run_1/clock_nets.png
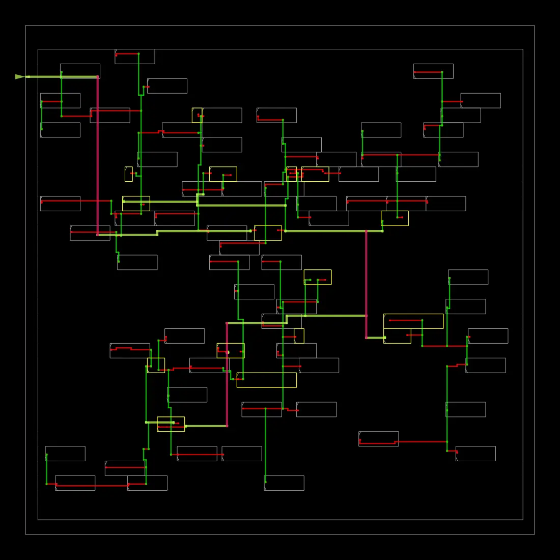
run_1/port_trees.png
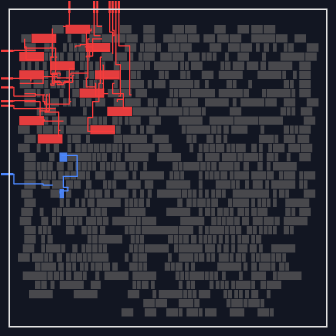
run_1/ff_map.png
The bar under the picture is 20 um long.
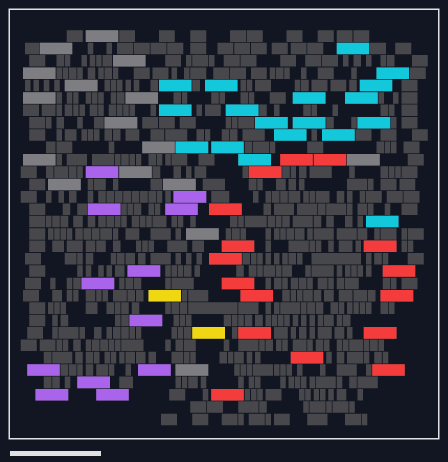
===== src/rtl/sniff_fifo_arb.sv =====
`default_nettype none
// ============================================================================
// sniff_fifo_arb : shares the FWFT capture FIFO between register reads and bursts
// Revision 1.0
// ============================================================================
module sniff_fifo_arb #(
  parameter int pDATA_WIDTH    = 18,
  parameter int pLEN_WIDTH     = 12,
  parameter int pTIMEOUT_WIDTH = 16
) (
  input  logic                      cwusb_clk,
  input  logic                      reset_i,
  input  logic [pDATA_WIDTH-1:0]    I_fifo_data,
  input  logic                      I_fifo_empty,
  output logic                      O_fifo_read,
  input  logic                      reg_req_i,
  output logic                      reg_ack_o,
  output logic [pDATA_WIDTH-1:0]    reg_data_o,
  output logic                      reg_empty_o,
  input  logic                      strm_req_i,
  input  logic [pLEN_WIDTH-1:0]     strm_len_i,
  input  logic                      strm_abort_i,
  input  logic                      strm_ready_i,
  output logic                      strm_valid_o,
  output logic [pDATA_WIDTH-1:0]    strm_data_o,
  output logic                      strm_busy_o,
  output logic                      strm_done_o,
  output logic                      strm_timeout_o,
  output logic [pLEN_WIDTH-1:0]     strm_count_o,
  input  logic [pTIMEOUT_WIDTH-1:0] cfg_timeout_i
);

  localparam logic [pLEN_WIDTH-1:0]     c_LEN_ONE = {{(pLEN_WIDTH-1){1'b0}}, 1'b1};
  localparam logic [pTIMEOUT_WIDTH-1:0] c_TMO_ONE = {{(pTIMEOUT_WIDTH-1){1'b0}}, 1'b1};

  typedef enum logic [1:0] {
    S_IDLE  = 2'd0,
    S_REG   = 2'd1,
    S_BURST = 2'd2,
    S_SDONE = 2'd3
  } state_t;

  state_t                    r_state;
  state_t                    w_state_nxt;
  logic                      r_last_strm;
  logic [pLEN_WIDTH-1:0]     r_remaining;
  logic [pLEN_WIDTH-1:0]     r_count;
  logic [pTIMEOUT_WIDTH-1:0] r_empty_cnt;
  logic [pTIMEOUT_WIDTH-1:0] w_empty_inc;
  logic                      r_tmo_flag;
  logic                      r_reg_ack;
  logic [pDATA_WIDTH-1:0]    r_reg_data;
  logic                      r_reg_empty;
  logic                      w_grant_reg;
  logic                      w_grant_strm;
  logic                      w_valid;
  logic                      w_pop;
  logic                      w_tmo_hit;

  always_comb begin
    w_state_nxt  = r_state;
    w_grant_reg  = 1'b0;
    w_grant_strm = 1'b0;
    w_valid      = 1'b0;
    w_pop        = 1'b0;
    w_tmo_hit    = 1'b0;
    w_empty_inc  = (r_empty_cnt == '1) ? r_empty_cnt : (r_empty_cnt + c_TMO_ONE);
    case (r_state)
      S_IDLE: begin
        // On a tie the requester that did not win last time is served
        if (reg_req_i && strm_req_i) begin
          w_grant_reg  = r_last_strm;
          w_grant_strm = ~r_last_strm;
        end else begin
          w_grant_reg  = reg_req_i;
          w_grant_strm = strm_req_i;
        end
        if (w_grant_reg) begin
          w_state_nxt = S_REG;
        end else if (w_grant_strm) begin
          w_state_nxt = (strm_len_i == '0) ? S_SDONE : S_BURST;
        end
      end
      S_REG: begin
        w_pop       = ~I_fifo_empty;
        w_state_nxt = S_IDLE;
      end
      S_BURST: begin
        w_valid   = ~I_fifo_empty;
        w_pop     = w_valid & strm_ready_i & ~strm_abort_i;
        w_tmo_hit = I_fifo_empty && (cfg_timeout_i != '0) && (w_empty_inc >= cfg_timeout_i);
        if (strm_abort_i) begin
          w_state_nxt = S_SDONE;
        end else if (w_pop && (r_remaining == c_LEN_ONE)) begin
          w_state_nxt = S_SDONE;
        end else if (w_tmo_hit) begin
          w_state_nxt = S_SDONE;
        end
      end
      S_SDONE: begin
        w_state_nxt = S_IDLE;
      end
      default: begin
        w_state_nxt = S_IDLE;
      end
    endcase
    if (reset_i) begin
      w_pop   = 1'b0;
      w_valid = 1'b0;
    end
  end

  always_ff @(posedge cwusb_clk) begin
    if (reset_i) begin
      r_state <= S_IDLE;
    end else begin
      r_state <= w_state_nxt;
    end
  end

  always_ff @(posedge cwusb_clk) begin
    if (reset_i) begin
      r_last_strm <= 1'b1;
      r_remaining <= '0;
      r_count     <= '0;
      r_empty_cnt <= '0;
      r_tmo_flag  <= 1'b0;
      r_reg_ack   <= 1'b0;
      r_reg_data  <= '0;
      r_reg_empty <= 1'b0;
    end else begin
      r_reg_ack <= 1'b0;
      case (r_state)
        S_IDLE: begin
          if (w_grant_reg) begin
            r_last_strm <= 1'b0;
          end else if (w_grant_strm) begin
            r_last_strm <= 1'b1;
            r_remaining <= strm_len_i;
            r_count     <= '0;
            r_empty_cnt <= '0;
            r_tmo_flag  <= 1'b0;
          end
        end
        S_REG: begin
          r_reg_ack   <= 1'b1;
          r_reg_data  <= I_fifo_empty ? '0 : I_fifo_data;
          r_reg_empty <= I_fifo_empty;
        end
        S_BURST: begin
          if (strm_abort_i) begin
            r_tmo_flag <= 1'b0;
          end else if (w_pop) begin
            r_remaining <= r_remaining - c_LEN_ONE;
            r_count     <= r_count + c_LEN_ONE;
            r_empty_cnt <= '0;
          end else if (I_fifo_empty) begin
            r_empty_cnt <= w_empty_inc;
            if (w_tmo_hit) begin
              r_tmo_flag <= 1'b1;
            end
          end
        end
        default: begin
        end
      endcase
    end
  end

  assign O_fifo_read    = w_pop;
  assign reg_ack_o      = r_reg_ack;
  assign reg_data_o     = r_reg_data;
  assign reg_empty_o    = r_reg_empty;
  assign strm_valid_o   = w_valid;
  assign strm_data_o    = I_fifo_data;
  assign strm_busy_o    = (r_state == S_BURST) || (r_state == S_SDONE);
  assign strm_done_o    = (r_state == S_SDONE);
  assign strm_timeout_o = (r_state == S_SDONE) && r_tmo_flag;
  assign strm_count_o   = r_count;

endmodule
`default_nettype wire

===== config.mk =====
export PLATFORM = sky130hd
export DESIGN_NAME = sniff_fifo_arb
export DESIGN_NICKNAME = d
export VERILOG_FILES = /design/src/rtl/sniff_fifo_arb.sv
export SDC_FILE = /design/constraint.sdc
export NUM_CORES = 1
export LEC_CHECK = 0
export ABC_AREA = 1
export CORE_MARGIN = 2
export CORE_UTILIZATION = 49
export CTS_CLUSTER_DIAMETER = 100
export DETAILED_ROUTE_END_ITERATION = 10
export HOLD_SLACK_MARGIN = 0.05
export PLACE_DENSITY = 0.8
export SYNTH_ARGS = -nofsm -noshare
export SYNTH_HDL_FRONTEND = slang
export SYNTH_SLANG_ARGS = --single-unit

===== constraint.sdc =====
create_clock -name cwusb_clk -period 3.61 [get_ports cwusb_clk]
set_clock_uncertainty 0.05 [all_clocks]
set_input_delay 0.5415 -clock cwusb_clk [delete_from_list [all_inputs] [get_ports cwusb_clk]]
set_output_delay 0.5415 -clock cwusb_clk [all_outputs]
set_load 0.02 [all_outputs]

==> results.sh, run 1 <==
# implementation run metrics
export IMPL_status="finished clean"
export IMPL_clock_path_buffers=2
export IMPL_cp_arrival_ns=3.14
export IMPL_cp_required_ns=3.77
export IMPL_grt_max_degree=47
export IMPL_edf_count=0
export IMPL_fp_util_pct=51.0
export IMPL_grt_ovfl_total=0
export IMPL_die_x_um=94.1
export IMPL_drt_pass1_iterations=7
export IMPL_drt_iter0_markers=239
export IMPL_synthFlopType="dfxtp_1"
export IMPL_grt_pass1_vias=3878
export IMPL_min_period_ns=2.98
export IMPL_cts_root_buffer="clkbuf_8"
export IMPL_nNetsFinal=775
export IMPL_worstSetupEndpointType="flip-flop"
export IMPL_p_leak_nw=2.19
export IMPL_fin_crit_sh_pct=82.5
export IMPL_clk_pin_slew_worst_paths_ns=0.07
export IMPL_crit_top_cell="nand2_1"
export IMPL_worst_pin_slew_ns=0.527
export IMPL_die_h_um=94.1
export IMPL_ys_ff=64
export IMPL_ys_area_sq_um=3980
export IMPL_grt_first_pass_wirelength_um=16800
export IMPL_lay_top_cells="166 x nand2_1, 107 x clkdlybuf4s50_1, 69 x inv_1"
export IMPL_timing_hold_violations_final=0
export IMPL_warnings=30
export IMPL_yosys_stat_cells=610
export IMPL_clock_latency_ns=0.35
export IMPL_p_per_area_nw_per_um2=540
export IMPL_cts_tree="yes"
export IMPL_ctsHoldBuffers=0
export IMPL_reg2reg_depth=21
export IMPL_yosysSeqAreaShare_pct=32.2
export IMPL_whs_path_depth=2
export IMPL_rows=32
export IMPL_vias=4156
export IMPL_synth_cells=610
export IMPL_antenna_left=0
export IMPL_remaining_drc_errors=0
Notes on clock_nets.png above:
FF+latch count: 64
Sink Count: 64
Clock buffer cells: 10
clock network power: 0.676 mW
total CTS buffers: 9

Notes on port_trees.png above:
Key: blue = strm_ready_i [bits 1, direction input, edge left, end cells 2, buffers 1, wire 39.2 um]; red = strm_count_o [bits 12, direction output, edge 7 top, 5 left, end cells 12, buffers 12, wire 439 um]
top-level I/O count: 108
input/output buffers: 107

Notes on ff_map.png above:
Key: purple = r_remaining [sequential cells 12]; cyan = reg_data_o [sequential cells 18]; red = r_empty_cnt [sequential cells 16]; yellow = r_state [sequential cells 2]
Another 16 sequential cells are not colored.

-- run 1: metrics by stage --
step                total power [mW]  setup slack [ns]  utilization, %  area (sq um)  std cells
finish                          2.81             0.633            66.8          5220        805
global route                    2.99             0.343            66.8          5220        805
CTS                             2.81             0.665            66.8          5220        805
detailed placement              2.14             0.687            64.1          5000        789
global placement                2.10             0.850            64.1          5000        789
floorplan                       1.77              1.08               -          3980        610
-- run 1: layout make-up --
| class | instances | area share (%) |
|---|---|---|
| Multi-Input combinational cell | 439 | 42.6 |
| Sequential cell | 64 | 24.6 |
| Clock buffer | 10 | 2.45 |
| Inverter | 73 | 5.25 |
| Tap cell | 102 | 2.45 |
| Clock inverter | 6 | 1.61 |
| Timing Repair Buffer | 111 | 21.1 |
-- run 1: critical path: cells and delay by family (launching register included) --
kind	cells	cell delay (ns)
AOI/OAI and AO/OA	1	0.13
adders and majority gates	2	0.50
buffers and inverters	2	0.18
DFF	1	0.40
and+or+nand+nor	16	1.57
-- run 1: worst max path at each step --
stage                         from          to  depth (start not counted)
floorplan           r_empty_cnt[0]  r_state[0]                         21
global placement    r_empty_cnt[0]  r_state[0]                         21
detailed placement  r_empty_cnt[0]  r_state[0]                         21
CTS                 r_empty_cnt[0]  r_state[0]                         21
global route        r_empty_cnt[0]  r_state[0]                         21
finish              r_empty_cnt[0]  r_state[0]                         21
-- run 1: state kept, by name (all words and copies together) (netlist names) --
name / count
strm_count_o: 12
reg_empty_o: 1
reg_ack_o: 1
r_last_strm: 1
r_remaining: 12
r_empty_cnt: 16
reg_data_o: 18
r_state: 2
r_tmo_flag: 1
-- run 1: synthesized netlist by cell type, drive strengths merged (10+ instances only) --
master	number	area, sq um
nand2	169	642
inv	71	267
dfxtp	64	1280
nor2	64	253
a21oi	60	300
nand3	36	180
o21ai	31	159
ha	24	300
buf	23	164
xor2	15	131
clkbuf	11	41.3
nand4	10	62.6
-- run 1: where the power goes --
| part | switching [mW] | internal (mW) |
|---|---|---|
| clock | 0.289 | 0.387 |
| combinational | 0.811 | 0.440 |
| sequential | 0.0746 | 0.813 |
-- run 1: layer usage --
| layer | global-route usage [%] | part of all wire [%] |
|---|---|---|
| met2 | 43.3 | 50 |
| met4 | 5.43 | 1.4 |
| met3 | 4.82 | 6.2 |
| met1 | 28.6 | 42 |
| met5 | 0 | 0 |
-- run 1: cell families (layout without fill, tap and decap cells) --
kind of cell,after synthesis,after routing,synth area share [%]
AND-OR/OR-AND,105,105,14.0
XOR/XNOR,16,16,3.52
adder cells (fa/ha/maj),24,24,7.54
buffers and inverters,107,200,12.0
flip-flops,64,64,32.2
AND/OR/NAND/NOR,294,294,30.7
run_1/sizing.png
The bar under the picture is 20 um long.
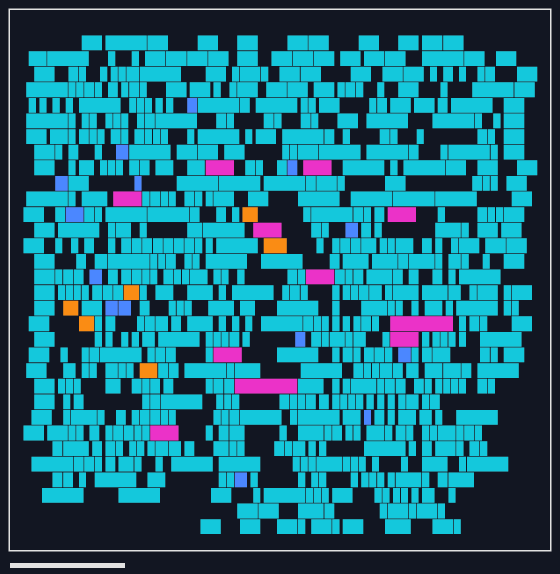

--- run 2 (diff from run 1) ---
Settings changed: CORE_UTILIZATION 49 to 44, PLACE_DENSITY 0.8 to 0.76.
Clock period 3.61 ns to 2.6 ns, I/O delays scaled along.
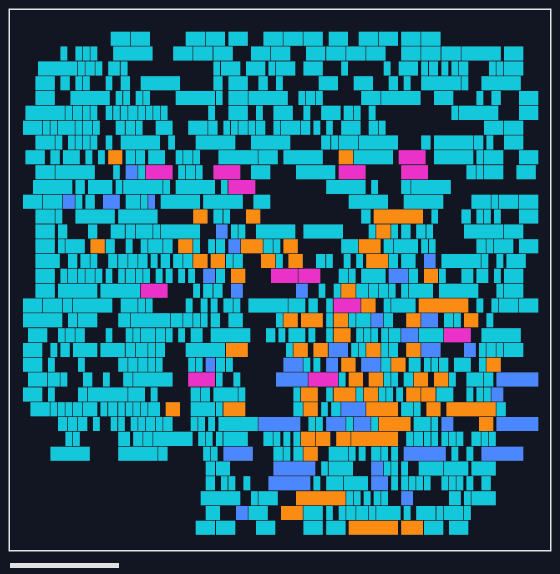
run_2/sizing.png
The bar under the picture is 20 um long.
Key: cyan = x1 and smaller [cells 628, share 85%, most used nand2_1]; orange = x3 and x4 [cells 61, share 8.2%, most used buf_4]; blue = x2 [cells 39, share 5.3%, most used nand2_2]; magenta = x6 and larger [cells 13, share 1.8%, most used clkbuf_8]
area delta synth->final: 44.1%
Signal buffers: 149
fin worst setup slack: -0.175 ns
design area: 5740 sq um

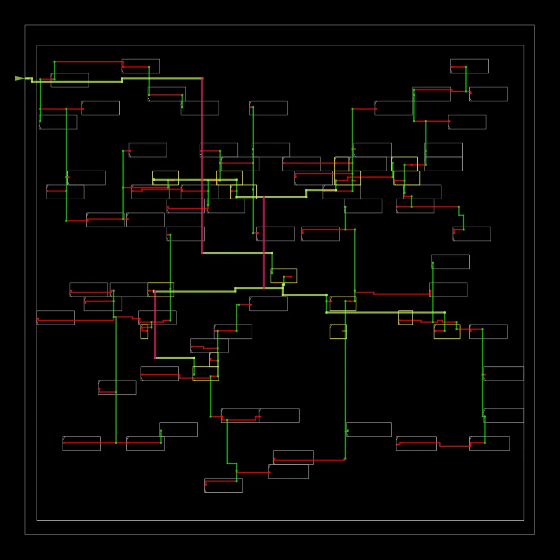
run_2/clock_nets.png
clock network power: 0.811 mW
Clock buffer cells: 12
Insertion Delay late pin: 0.35 ns

==> run 2 against run 1 <==
Synthesized area did not move. The flow now finishes with violations (setup timing). Sequential share of layout area shrank 2.0 points. Fmax is 7.3% higher. Total power up 37%. Wire length grew 12%. Worst hold slack improved by 0.00056 ns. Sequential power grew 39%. Critical path depth is the same. Non-clock buffer count rose by 38. Largest power group unchanged. Setup slack got worse by 0.81 ns. Synthesized cell count did not move. Register-to-register slack got worse by 0.81 ns.
==> results.sh, run 2 <==
# implementation run metrics
export IMPL_worstSetupEndpointType="flip-flop"
export IMPL_ys_area_sq_um=3980
export IMPL_top_cell_area_share_pct=32.2
export IMPL_status="finished with violations"
export IMPL_p_leak_nw=2.42
export IMPL_p_sw_mw=1.65
export IMPL_clock_sinks=64
export IMPL_grt_first_pass_wirelength_um=18500
export IMPL_grt_ovfl_total=0
export IMPL_synth_cells=610
export IMPL_vias=4392
export IMPL_cp_required_ns=2.79
export IMPL_fin_ws_ns=-0.175
export IMPL_io_pins=108
export IMPL_clk_pin_slew_worst_paths_ns=0.07
export IMPL_violations="setup timing"
export IMPL_antenna_left=0
export IMPL_rows=34
export IMPL_clock_path_buffers=2
export IMPL_nNetsFinal=813
export IMPL_portBuffers=107
export IMPL_area_leaders="dfxtp_1 32%, nand2_1 16%, a21oi_1 7.5%, ha_1 7.5%, inv_1 6.5%"
export IMPL_ys_ff=64
export IMPL_critPathTopFamily="simple AND/OR/NAND/NOR gates"
export IMPL_layoutNonFillerInstCount=849
export IMPL_power_frac_comb_pct=47.1
export IMPL_finalSetupViolCount=3
[run 2: netlist changes by cell type in the layout (fill, tap and decap cells not counted), moves of 4 or more]
cell / delta
ha_4: +5
nor3_1: -4
nand2_4: +6
ha_1: -6
buf_4: +36
dfxtp_2: +7
nand2_1: -13
nand2_2: +7
dfxtp_1: -8
[run 2: power by group through the flow]
stage	registers [mW]	clock network, mW	logic (mW)
3_3_place_gp	1.24	0	1.73
6_report	1.23	0.811	1.82
3_5_place_dp	1.25	0	1.77
2_1_floorplan	1.30	0	1.15
4_1_cts	1.23	0.827	1.79
5_1_grt	1.25	0.862	2.03
[run 2: cell families after synthesis]
kind of cell,after synthesis,synth area share (%)
AND/OR/NAND/NOR,294,30.7
buffers and inverters,107,12.0
AND-OR/OR-AND,105,14.0
flip-flops,64,32.2
adder cells (fa/ha/maj),24,7.54
XOR/XNOR,16,3.52
[run 2: worst reg2reg max path: stages, from the launching register on]
cell	delay (ns)
dfxtp_2	0.36
ha_4	0.15
nand2_1	0.17
nor3_4	0.23
nand4_1	0.20
nor2_1	0.20
nor2_2	0.07
ha_1	0.30
nand2_1	0.08
nand2_1	0.06
nand2_1	0.08
nand2_1	0.07
nand2_1	0.07
nand2_1	0.08
nand2_1	0.08
nand2_2	0.07
nand2_4	0.08
nand2_4	0.06
nand2_4	0.08
nand2_1	0.05
nand2_1	0.05
nor2_1	0.03
[run 2: what timing repair did]
item | CTS | global route
pin swaps | 12 | 18
endpoints found under the setup margin | 4 | 4
setup buffers | 1 | 6
resized | 17 | 50
[run 2: worst paths after layout]
kind,slack [ns],from,endpoint,depth (start not counted)
setup / recovery,-0.17,r_empty_cnt[0],r_state[0],21
hold / removal,0.42,reg_data_o[11],reg_data_o[11],2
setup reg to reg,-0.17,r_empty_cnt[0],r_state[0],21
hold reg to reg,0.42,reg_data_o[11],reg_data_o[11],2
[run 2: cell type report]
cell class | instances | area (sq um) | area share [%]
Tap cell | 108 | 135 | 2.36
Clock inverter | 4 | 28.8 | 0.502
Inverter | 73 | 279 | 4.86
Multi-Input combinational cell | 439 | 2440 | 42.6
Clock buffer | 12 | 155 | 2.71
Timing Repair Buffer | 149 | 1400 | 24.4
Sequential cell | 64 | 1290 | 22.6
[run 2: metal layers]
metal	share of wire (%)	vias up	wire [um]	global-route usage, %
li1	-	2196	-	-
met1	41	2016	4730	26.9
met2	51	160	5930	41.3
met3	6.7	20	783	4.92
met4	1.5	0	174	6.22
met5	0	-	0	0
run_2/layers.png
The bar under the picture is 20 um long.
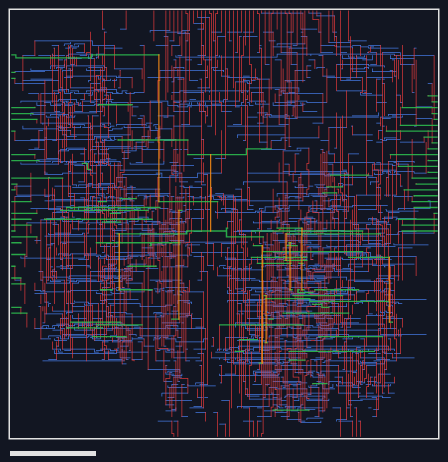

--- run 3 (diff from run 2) ---
Settings changed: CORE_UTILIZATION 44 to 58, DONT_BUFFER_PORTS set to 1, PLACE_DENSITY 0.76 to 0.75, REMOVE_ABC_BUFFERS set to 1.
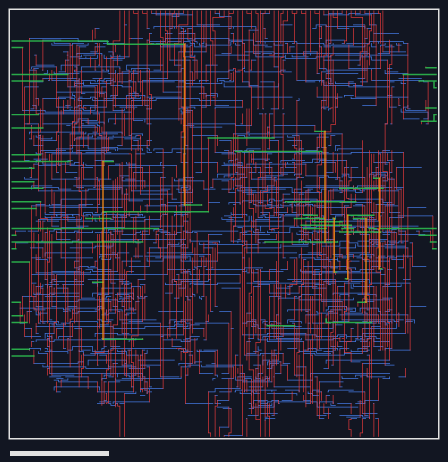
run_3/layers.png
The bar under the picture is 20 um long.
Key: orange = M4 [wire length 150 um]; red = M2 [wire length 5110 um]; blue = M1 [wire length 4250 um]; green = M3 [wire length 403 um]

==> run 3 against run 2 <==
The run still ends with setup timing left. Setup slack improved by 0.063 ns. Worst hold slack worse by 0.34 ns. Cell area is 23% lower. Total power down 7.4%. Critical path type unchanged.
==> results.sh, run 3 <==
# implementation run metrics
export IMPL_hold_path_startpoint="reset_i"
export IMPL_p_leak_nw=1.92
export IMPL_whs_path_depth=1
export IMPL_reg2reg_depth=20
export IMPL_top_cell_area_share_pct=32.2
export IMPL_finalSetupViolCount=3
export IMPL_grt_busiest_layer="met2"
export IMPL_vias=3843
export IMPL_rows=30
export IMPL_min_to="reg_data_o[0]"
export IMPL_clock_path_buffers=2
export IMPL_grt_util_met1_pct=30.1
export IMPL_antenna_left=0
export IMPL_die_x_um=86.9
export IMPL_synth_area_per_cell_sq_um=6.53
export IMPL_rr_startpoint="r_empty_cnt[1]"
export IMPL_gr_usage_met3_pct=5.97
export IMPL_synth_cells=610
export IMPL_worstSetupEndpointType="flip-flop"
export IMPL_cp_required_ns=2.83
export IMPL_path_depth=20
export IMPL_ys_ff=64
export IMPL_portBuffers=0
export IMPL_fin_ws_ns=-0.112
export IMPL_grtUsageMet2_pct=47.5
export IMPL_grt_ovfl_total=0
export IMPL_design_area_sq_um=4440
export IMPL_clk_pin_slew_worst_paths_ns=0.07
export IMPL_r2r_end="r_state[1]"
export IMPL_grt_first_pass_wirelength_um=15900
export IMPL_reg2reg_slack_ns=-0.11
export IMPL_violations="setup timing"
export IMPL_area_leaders="dfxtp_1 32%, nand2_1 16%, a21oi_1 7.5%, ha_1 7.5%, inv_1 6.5%"
export IMPL_yosysSeqAreaShare_pct=32.2
export IMPL_clock_sinks=64
export IMPL_critPathBufInv=2
export IMPL_clock_latency_ns=0.35
export IMPL_routed_wl_um=9920
export IMPL_ys_area_sq_um=3980
export IMPL_yosys_warnings=0
export IMPL_status="finished with violations"
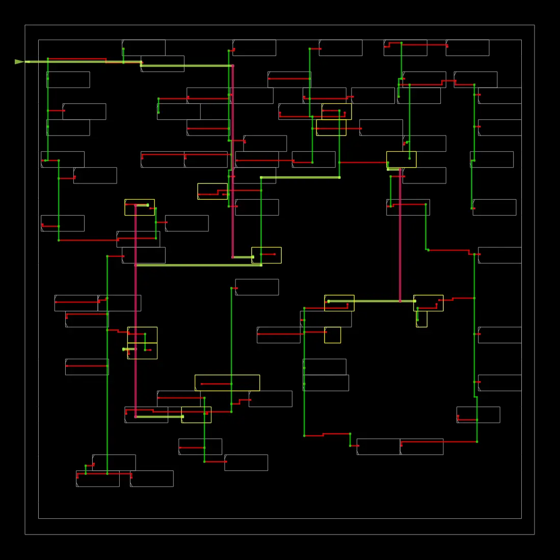
run_3/clock_nets.png
Clock buffer cells: 11
clock network power: 0.869 mW

==> run 3: cell types whose count changed in the layout (fill, tap and decap cells not counted), moves of 4 or more <==
cell	before	now
clkdlybuf4s50_1	105	0
buf_4	40	29
nand2_1	153	160
dfxtp_1	56	62
dfxtp_2	7	1
nand2_4	6	0
ha_1	18	22
==> run 3: layer usage <==
metal / share of wire, % / wire, um / vias to the layer above
li1: - / - / 1972
met1: 43 / 4250 / 1776
met2: 52 / 5110 / 79
met3: 4.1 / 403 / 16
met4: 1.5 / 150 / 0
met5: 0 / 0 / -
==> run 3: cell type report <==
cell class | count | area (sq um)
Timing Repair Buffer | 33 | 259
Multi-Input combinational cell | 439 | 2310
Fill cell | 605 | 2280
Timing Repair inverter | 1 | 7.51
Inverter | 73 | 277
Clock buffer | 11 | 151
Clock inverter | 3 | 42.5
Tap cell | 80 | 100
Sequential cell | 64 | 1290
==> run 3: worst max path at each step <==
stage	slack, ns	to	from
CTS	-0.07	r_state[1]	r_empty_cnt[0]
detailed placement	-0.19	r_state[1]	r_empty_cnt[1]
finish	-0.11	r_state[1]	r_empty_cnt[1]
global route	-0.32	r_state[1]	r_empty_cnt[1]
global placement	-0.13	r_state[1]	r_empty_cnt[0]
floorplan	0.08	r_state[1]	r_empty_cnt[0]
==> run 3: timing repair <==
item,CTS,global route
hold buffers,1,2
resized,17,9
setup endpoints to repair,3,3
pin swaps,1,8
endpoints found under the hold margin,1,6
cloned,1,0
buffers inserted,3,4
==> run 3: logic make-up after synthesis <==
family	after synthesis	share of synthesized area, %
AOI/OAI and AO/OA	105	14.0
DFF	64	32.2
buffers and inverters	107	12.0
and+or+nand+nor	294	30.7
xor gates and xnor gates	16	3.52
adders and majority gates	24	7.54
==> run 3: stage by stage <==
stage	instances	setup WS (ns)
after floorplan	576	0.0838
after global placement	679	-0.131
after detailed placement	679	-0.191
after CTS	698	-0.0703
after global routing	704	-0.324
final	704	-0.112
==> run 3: power breakdown <==
| part | internal [mW] | switching [mW] | leakage, nW |
|---|---|---|---|
| clock | 0.483 | 0.386 | 0.0973 |
| sequential | 1.13 | 0.178 | 0.521 |
| combinational | 0.446 | 0.959 | 1.30 |
No activity file was given, so power comes from the tool's default toggle rates.
